Design mx_frame_xmit_flat, sky130hd; sources not shown.
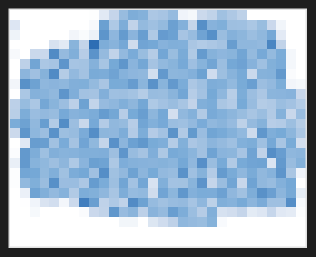
Fig. 1. Cell density map.
Scale: 0.5 px per um. The die is cut into 30 by 24 equal tiles; white is low, dark blue is high, 0 to 100% covered.
The mean over all tiles is 33%. 19% of the tiles are nearly empty. 0.10% of the tiles are over 75% full. The fullest tile reaches 75%.
core area: 275000 um2
Core Util, Final: 35.1%
FP Util: 30.2%

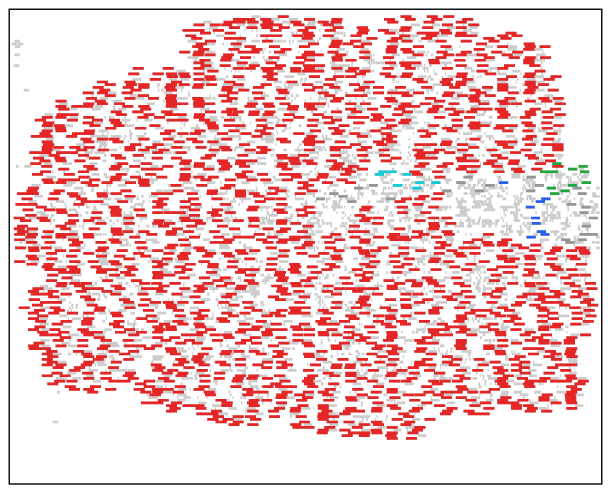
Fig. 2. Sequential cells grouped by signal name.
Scale: 1 px per um. Other sequential cells in the stronger grey, the rest of the logic in the fainter grey.
Blue shows u_core.cnt_q, placed flops 9, where east. Cyan shows u_core.u_crc.crc, placed flops 8. Red shows u_core.mem, placed flops 2048, where widely spread. Green shows u_core.phase_q, placed flops 11.
Another 27 sequential cells are not coloured.
sequential cell area share: 65.1%
Flop+latch power: 17600 uW
area occupied by registers: 62900 um2

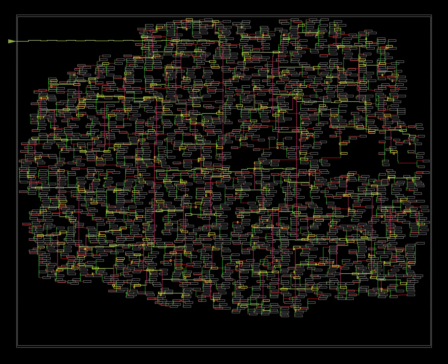
Fig. 3. Clock routing.
clock sink count: 2103
FF+latch count: 2103
Clock Skew: 0.0590 ns
TritonCTS Buffers: 219
clk latency late pin: 0.89 ns

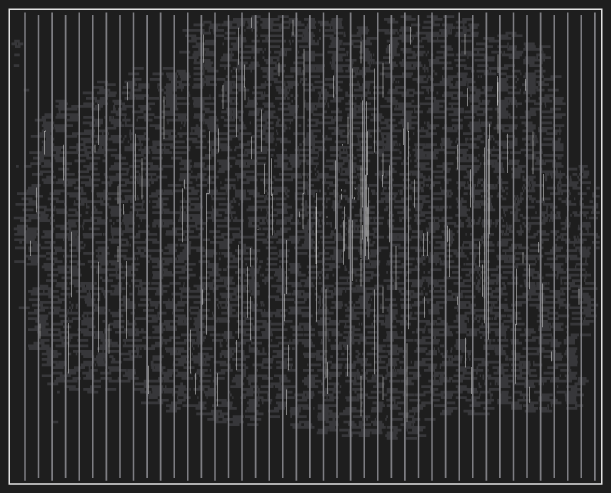
Fig. 4. The metal 4 layer.
Scale: 1 px per um. Supply wires on this layer in grey.
51 nets have wire on it. The layer holds 2.1% of the routed length. The longest straight run is 201 um.
DR vias: 43600
Routed WL: 262 mm

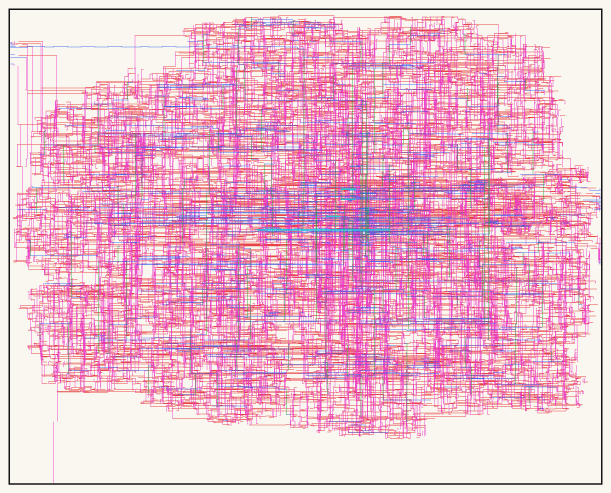
Fig. 5. Signal wires by layer.
Scale: 1 px per um.
Cyan shows M5, wire length 170 um. Green shows M4, wire length 5610 um. Red shows M1, wire length 127 mm. Magenta shows M2, wire length 111 mm. Blue shows M3, wire length 18800 um.
total track usage: 18.6%
WL/cell: 31.0 um

==> flow_summary.ini <==
; implementation run metrics
[run_status]
status = completed

[pwr]
ir_worst_vdd_v = 0.000279
comb_power_uw = 321
power_clock_uw = 14400
p_per_area_nw_per_um2 = 334
comb_power_share_pct = 1.0
leakage_uw = 0.0294
swShare_pct = 20.3

[placement]
numPlacedInstances = 8070
gp_congestion = 0.834

[floorplanning]
io_pins = 28
die_h_um = 473
chipArea_um2 = 280000
taps = 3654

[finish]
inverters = 18
finalNonFillerCells = 8463
mostFrequentLayoutCells = 2048 x edfxtp_1, 511 x mux4_2, 447 x nand2_1
nNetsFinal = 4663
antenna_cells = 5
lay_top_count = edfxtp_1
mi_logic_area_um2 = 19100
buf_share_pct = 3.28
comb_cells = 1980
layout-drive-gt1-share_pct = 24.0
sh_comb_area_pct = 19.8

[synth]
topCellsByArea = edfxtp_1 74%, mux4_2 14%, nand2_1 2.1%
yosysWarnings = 0
most_common_cell = edfxtp_1
yosys_area_um2 = 83300
mux_area_share_pct = 14.1
avgSynthCellArea_um2 = 19.1
fp_nets = 4391
logic_family = multiplexers
ys_ff = 2103
ys_cells = 4370
synthTopCellsByCount = 2048 x edfxtp_1, 511 x mux4_2, 457 x nand2_1
synthSimpleGateAreaFrac_pct = 5.61

[global_routing]
use_met1_pct = 28.7
busiest_layer = met1
grt_max_degree = 154
grt_pass1_wl_mm = 366
antenna_found_initial = 21

[route]
drt-met1-wl_mm = 127
dr_wl_met2_mm = 111

[timing]
max_freq_mhz = 198
grt_setup_unrepaired = no
final.setup.tns_ns = 0
setup_ws_ns = 0.439
maxSlewHeadroom_pct = 21.7
timing.hold.ws_ns = 0.375
tightest_slew_ns = 1.17
fin_crit_sh_pct = 92.0

[critical_path]
reg2regPathDepth = 10
cp_max_fo = 18
crit_chain = nand3b_1, or4_1, o211a_1, nor2_2, nand2_1, a21oi_1, nor4_1, nand4_1, nor4_1, o22a_1
worstPathRequired_ns = 6.25
critPathLaunchType = register
cp_common_cell = nor4_1
cp_num_cells = 10
arrival_ns = 5.81
rrSetupSlack_ns = 0.44
cp_slowest_cell = a21oi_1
critPathMaxStageDelay_ns = 0.87
critPathCaptureType = register

[worst_hold_path]
hold_path.class = in -> async

[clock_network]
root_buffer = clkbuf_16
cts_resized = 0
holdBufCountCts = 0
htree_levels = 4
cts_tree = done
cts_setup_buffers = 4
Power and IR drop assume default switching activity.
